==> config.mk <==
export PLATFORM = sky130hd
export DESIGN_NAME = fp_mul_operand_stage
export DESIGN_NICKNAME = d
export VERILOG_FILES = /design/src/rtl/fp_mul_pkg.sv /design/src/rtl/fp_classify.sv /design/src/rtl/fp_mul_operand_stage.sv
export SDC_FILE = /design/constraint.sdc
export NUM_CORES = 1
export LEC_CHECK = 0
export CAP_MARGIN = 25
export CORE_UTILIZATION = 50
export DETAILED_ROUTE_END_ITERATION = 10
export GPL_TIMING_DRIVEN = 0
export PLACE_DENSITY_LB_ADDON = 0.12
export SYNTH_ARGS = -nofsm -noshare
export SYNTH_HDL_FRONTEND = slang
export SYNTH_SLANG_ARGS = --single-unit
==> constraint.sdc <==
create_clock -name clk -period 2.3 [get_ports clk]
set_clock_uncertainty 0.2 [all_clocks]
set_input_delay 0.345 -clock clk [delete_from_list [all_inputs] [get_ports clk]]
set_output_delay 0.345 -clock clk [all_outputs]
set_load 0.05 [all_outputs]
Run 1, power grid:
Pins as bars on the die edge. Tap cells in grey.
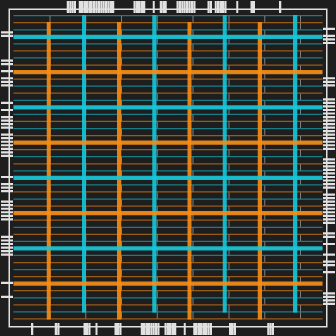
legend:
  cyan:
    net: VDD
  orange:
    net: VSS
signal pins: 175
met5 straps: 8
rows: 43
Die W: 122 um
Core Box Area: 0.0139 mm^2

Run 1, cell classes on the final placement:
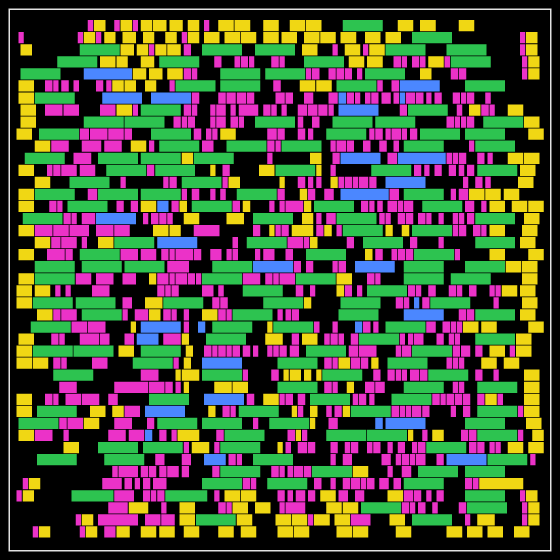
legend:
  yellow:
    class: other buffers and delay cells
    cells: 241
    share_of_their_area: 22%
  blue:
    class: clock drivers and dummy loads
    cells: 30
    share_of_their_area: 6.1%
  magenta:
    class: all other logic
    cells: 558
    share_of_their_area: 31%
  green:
    class: flip-flops
    cells: 154
    share_of_their_area: 40%
Seq/total area: 39.4%
Layout Utilization: 70.2%
# rows: 43
post-route cell area: 0.00979 mm^2

Run 1, routed clock nets over the placement:
The bar under the picture is 20 um long.
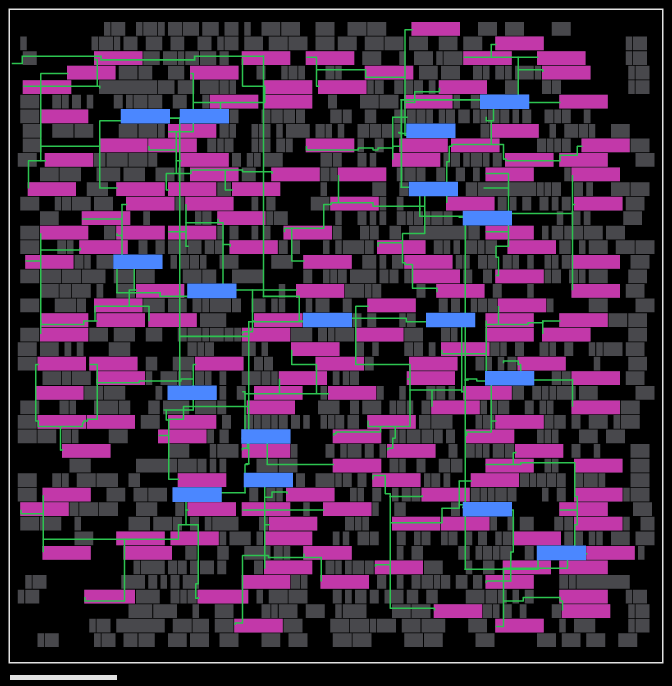
legend:
  green:
    item: clock wires
    length: 1790 um
  blue:
    item: cells driving clock nets
    count: 17
  magenta:
    item: flip-flops
    count: 154
flops lie: all over the die
routed clock nets: 18
clk_lat worst skew: 0.42 ns
P_clk: 2.80 mW

==> flow_metrics.env, run 1 <==
# yosys + openroad results
export IMPL_critPathKind="flop to flop"
export IMPL_drv_slew=0
export IMPL_num_tap_cells=180
export IMPL_seq_power_share_pct=34.1
export IMPL_cp_depth=10
export IMPL_setup_viol=0
export IMPL_holdWs_ns=0.276
export IMPL_period_used_pct=97.2
export IMPL_drtIter0Drc=453
export IMPL_p_sw_mw=5.39
export IMPL_reg2reg_setup_slack_ns=0.07
export IMPL_drv_cap=0
export IMPL_numClockSinks=154
export IMPL_synth_cell_type_count=38
export IMPL_cp_slowest_cell="dfrtp_2"
export IMPL_logic_area_mm2=0.00298
export IMPL_drt_pass1_iterations=4
export IMPL_nNetsFinal=1045
export IMPL_aoi_share_pct=14.7
export IMPL_cpPeakStageDelay_ns=0.43
export IMPL_design_seq_count=154
export IMPL_clock_buffers=21
export IMPL_status="finished clean"
export IMPL_finalPower_mw=12.9
export IMPL_ys_sh_mux_pct=5.78
export IMPL_finalHoldViolations=0
export IMPL_finalSetupTns_ns=0
export IMPL_overflow=0
export IMPL_drc=0
export IMPL_synth_async_sr_flop_share_pct=100
export IMPL_p_sw_share_pct=41.8
export IMPL_nonClkBufAreaFrac_pct=21.7
export IMPL_num_multi_input_gates=555
export IMPL_worst_path_max_fanout=10
export IMPL_ys_ff=154
export IMPL_h_tree_depth=4
export IMPL_track_usage_pct=27.0
export IMPL_ff_type="dfrtp_1"
export IMPL_ir_drop_uv=860
export IMPL_grt_pass1_wl_um=30400
export IMPL_area_delta_synth_final_pct=36.2
export IMPL_clkTransAtPathRegs_ns=0.06
export IMPL_gp_congestion=0.812
export IMPL_max_slew_margin_pct=50.3
export IMPL_worst_path_buf_inv=3
export IMPL_top_area_share_pct=53.6
export IMPL_cp_end_kind="flop"
export IMPL_dominant_cells="registers"
export IMPL_drive_gt1_share_pct=14.9
export IMPL_warnings=31
export IMPL_tightestPinTransition_ns=0.745
export IMPL_layout_top_cells="183 x nand2_1, 152 x dfrtp_1, 141 x clkdlybuf4s50_1"
export IMPL_clock_root_buffer="clkbuf_16"
export IMPL_r2r_cells=10
export IMPL_p_int_mw=7.52
export IMPL_fmaxAchievable_ghz=0.447
export IMPL_signal_buffers=241
export IMPL_clock_power_share_pct=21.7
export IMPL_antenna_found_initial=0
export IMPL_ys_top_cells_by_count="184 x nand2_1, 154 x dfrtp_1, 125 x o21ai_0"
export IMPL_area_leaders="dfrtp_1 54%, nand2_1 9.6%, o21ai_0 8.7%"
export IMPL_drtAntennaViolNets=0
export IMPL_grt_pass1_vias=5939
export IMPL_fp_util_pct=51.5
export IMPL_synthCells=775
export IMPL_post_place_ws_ns=-0.474
export IMPL_worstPathCellList="clkinvlp_4 > ha_4 > and3_1 > o21ai_1 > a21o_1 > clkbuf_8 > buf_6 > nor2_1 > a21oi_1 > o41ai_2"
export IMPL_worstSetupStartpointType="flop"
export IMPL_ys_sh_xor_pct=0.122
export IMPL_grt_max_degree=79
export IMPL_comb_area_share_pct=30.4
export IMPL_numCtsBuffers=17
export IMPL_die_area_mm2=0.0148
export IMPL_flop_area_mm2=0.00386
export IMPL_ys_sh_adder_pct=0.871
export IMPL_dr_total_vias=6299
export IMPL_yosysWarningCount=0
export IMPL_comb_power_share_pct=44.2
export IMPL_syn_area_per_cell_um2=9.27
export IMPL_nFillCells=1142
export IMPL_num_io_pins=175
export IMPL_synthTopLogicFamily="simple AND/OR/NAND/NOR gates"
[run 1: power groups by stage]
stage | Sequential (mW) | Clock (mW) | Combinational, mW
global route | 4.54 | 2.96 | 6.12
finish | 4.40 | 2.80 | 5.71
global placement | 4.40 | 0 | 5.55
detailed placement | 4.43 | 0 | 5.62
CTS | 4.40 | 2.83 | 5.67
floorplan | 6.20 | 0 | 1.89
[run 1: timing repair]
item,CTS,global route
resized,20,47
pin swaps,0,3
hold buffers,1,0
setup buffers,0,3
setup endpoints to repair,97,116
endpoints found under the hold margin,77,0
[run 1: metal layers]
layer  wire [um]  GRT usage (%)
met4         275           10.3
met3        1220           5.85
met2        9050           42.8
met1        8380           36.2
met5           0              0
Run 1, routing congestion map:
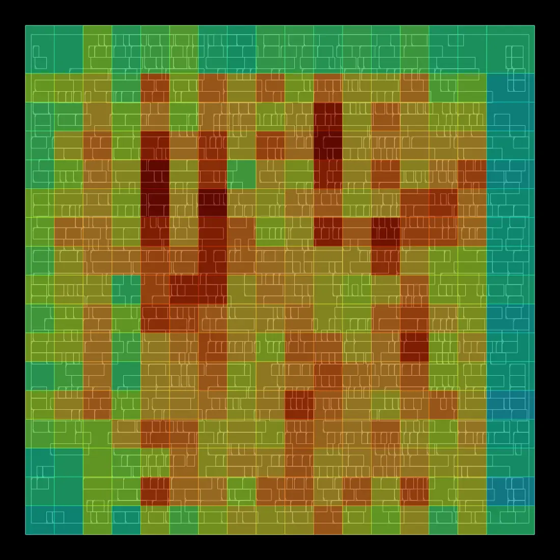

## Run 2: what changed since run 1
Settings changed: PLACE_DENSITY set to 0.81, PLACE_DENSITY_LB_ADDON 0.12 to not set.
Run 2, routing congestion map:
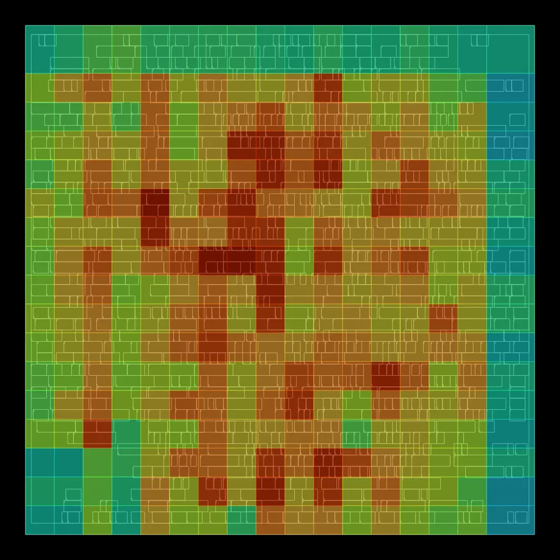
GRT busiest layer: met2
M1 GR Usage: 37.1%
GRT Util Overall: 27.0%
routing usage on met2: 42.1%
Layout Utilization: 71.2%

Run 2, cell classes on the final placement:
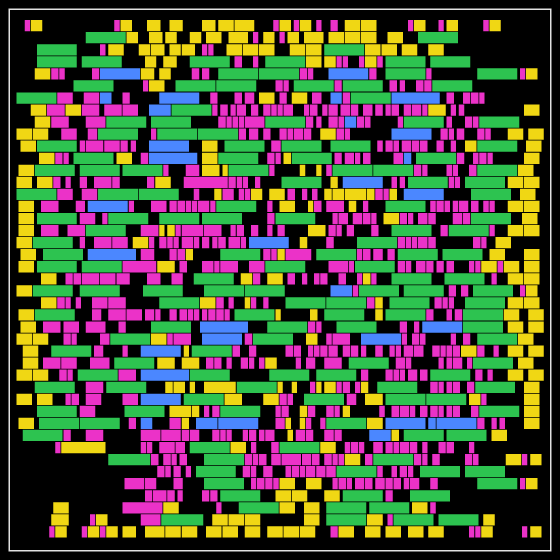
legend:
  green:
    class: flip-flops
    cells: 154
    share_of_their_area: 40%
  yellow:
    class: other buffers and delay cells
    cells: 240
    share_of_their_area: 22%
  blue:
    class: clock drivers and dummy loads
    cells: 32
    share_of_their_area: 6.9%
  magenta:
    class: all other logic
    cells: 558
    share_of_their_area: 31%
post-route cell area: 0.00992 mm^2
Seq/total area: 38.9%

==> run 2 against run 1 <==
  * The flow now finishes with violations (negative setup slack)
  * Clock power grew 12%
  * Core utilization grew 0.98 points
  * Maximum frequency shrank 3.1%
  * Clock-buffer cell count is the same
  * Sequential share of layout area shrank 0.54 points
  * Sequential power is essentially flat
  * Area after synthesis is the same
  * Via count grew 0.24%
==> flow_metrics.env, run 2 <==
# yosys + openroad results
export IMPL_status="complete, but fails checks"
export IMPL_violations="negative setup slack"
export IMPL_warnings=31
export IMPL_num_tap_cells=180
export IMPL_hp_class="input port to flop"
export IMPL_design_seq_count=154
export IMPL_cp_end_kind="flop"
export IMPL_worst_path_max_fanout=3
export IMPL_finalPower_mw=13.4
export IMPL_setup_ws_ns=-0.00586
export IMPL_ff_type="dfrtp_1"
export IMPL_drc=0
export IMPL_comb_power_share_pct=43.2
export IMPL_coreArea_mm2=0.0139
export IMPL_wl_met2_um=9300
export IMPL_numCtsBuffers=17
export IMPL_drv_cap=0
export IMPL_rows=43
export IMPL_fp_util_pct=51.5
export IMPL_clkTransAtPathRegs_ns=0.06
export IMPL_drt_pass1_iterations=5
export IMPL_dr_total_vias=6314
export IMPL_critPathKind="input port to flop"
export IMPL_worstSetupStartpointType="input port"
export IMPL_nFillCells=1043
export IMPL_tightestPinTransition_ns=0.586
export IMPL_r2r_cells=6
export IMPL_syn_area_per_cell_um2=9.27
export IMPL_grt_pass1_vias=6004
export IMPL_synth_cell_type_count=38
export IMPL_period_used_pct=100
export IMPL_die_area_mm2=0.0148
export IMPL_area_leaders="dfrtp_1 54%, nand2_1 9.6%, o21ai_0 8.7%"
export IMPL_synth_async_sr_flop_share_pct=100
export IMPL_die_w_um=122
export IMPL_reg2reg_setup_slack_ns=0.10
export IMPL_wl_met3_um=1320
export IMPL_nonClkBufAreaFrac_pct=21.6
export IMPL_seq_power_mw=4.43
export IMPL_num_multi_input_gates=555
export IMPL_ir_drop_uv=946
export IMPL_ys_sh_mux_pct=5.78
export IMPL_clock_buffers=21
export IMPL_top_layer="met4"
export IMPL_overflow=0
export IMPL_finalHoldViolations=0
export IMPL_drtAntennaViolNets=0
export IMPL_area_delta_synth_final_pct=38.1
export IMPL_nNetsFinal=1044
export IMPL_max_slew_margin_pct=60.9
export IMPL_logic_area_mm2=0.00301
export IMPL_grt_pass1_wl_um=30500
export IMPL_synthCells=775
export IMPL_yosysWarningCount=0
export IMPL_p_int_mw=7.83
export IMPL_p_sw_mw=5.52
export IMPL_layout_top_cells="183 x nand2_1, 152 x dfrtp_1, 138 x clkdlybuf4s50_1"
export IMPL_grt_use_met3_pct=6.37
export IMPL_ys_sh_xor_pct=0.122
export IMPL_synthTopLogicFamily="simple AND/OR/NAND/NOR gates"
export IMPL_combinationalPower_mw=5.77
export IMPL_finalSetupTns_ns=-0.00586
export IMPL_fmaxAchievable_ghz=0.434
export IMPL_aoi_share_pct=14.7
export IMPL_signal_buffers=240
export IMPL_ys_ff=154
export IMPL_top_area_share_pct=53.6
export IMPL_seq_power_share_pct=33.2
export IMPL_flop_area_mm2=0.00386
export IMPL_p_sw_share_pct=41.3
export IMPL_ys_sh_adder_pct=0.871
export IMPL_comb_area_share_pct=30.3
export IMPL_antenna_found_initial=0
export IMPL_final_cells=1164
export IMPL_drive_gt1_share_pct=15.1
export IMPL_clock_root_buffer="clkbuf_16"
export IMPL_setup_viol=1
export IMPL_diodes=0
export IMPL_drv_slew=0
Run 2, routed clock nets over the placement:
The bar under the picture is 20 um long.
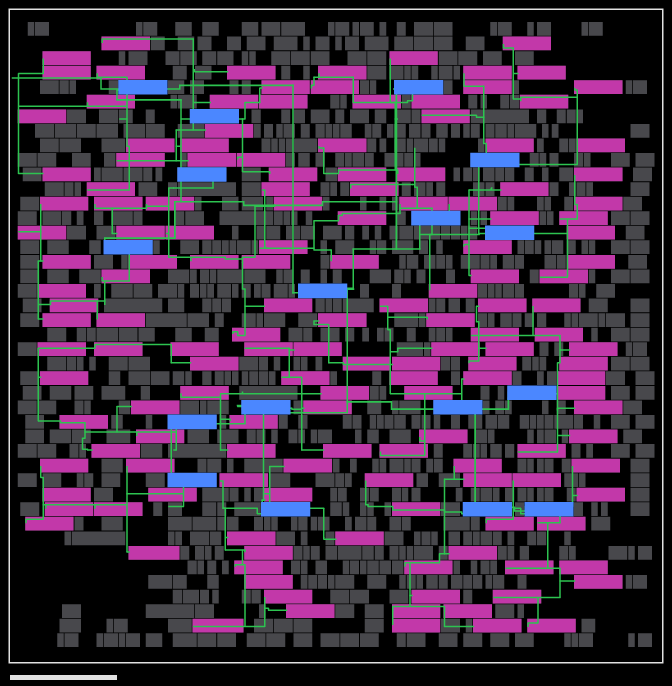
legend:
  green:
    item: clock wires
    length: 1830 um
  magenta:
    item: flip-flops
    count: 154
  blue:
    item: cells driving clock nets
    count: 17
routed clock nets: 18
P_clk: 3.14 mW
clock power share: 23.5%

-- run 2: netlist changes by cell type in the layout (fill, tap and decap cells not counted), sizes merged --
| cell | previous run | this run |
|---|---|---|
| bufinv | 3 | 5 |
| clkbuf | 62 | 61 |
| clkdlybuf4s50 | 141 | 138 |
| clkinv | 5 | 2 |
| clkinvlp | 2 | 5 |
| dlymetal6s2s | 1 | 4 |
-- run 2: critical path: stages --
cell and delay [ns]:
clkdlybuf4s50_1 0.47, nor4_2 0.34, nand4_1 0.20, buf_4 0.20
nor3_4 0.24, o211ai_1 0.13, and3_4 0.18, o41ai_4 0.33
-- run 2: repair_timing --
item	in CTS	in global routing
resized	22	56
pin swaps	0	7
setup buffers	0	2
setup endpoints to repair	116	118
endpoints found under the hold margin	61	0
hold buffers	1	0
Power and IR drop assume default switching activity.
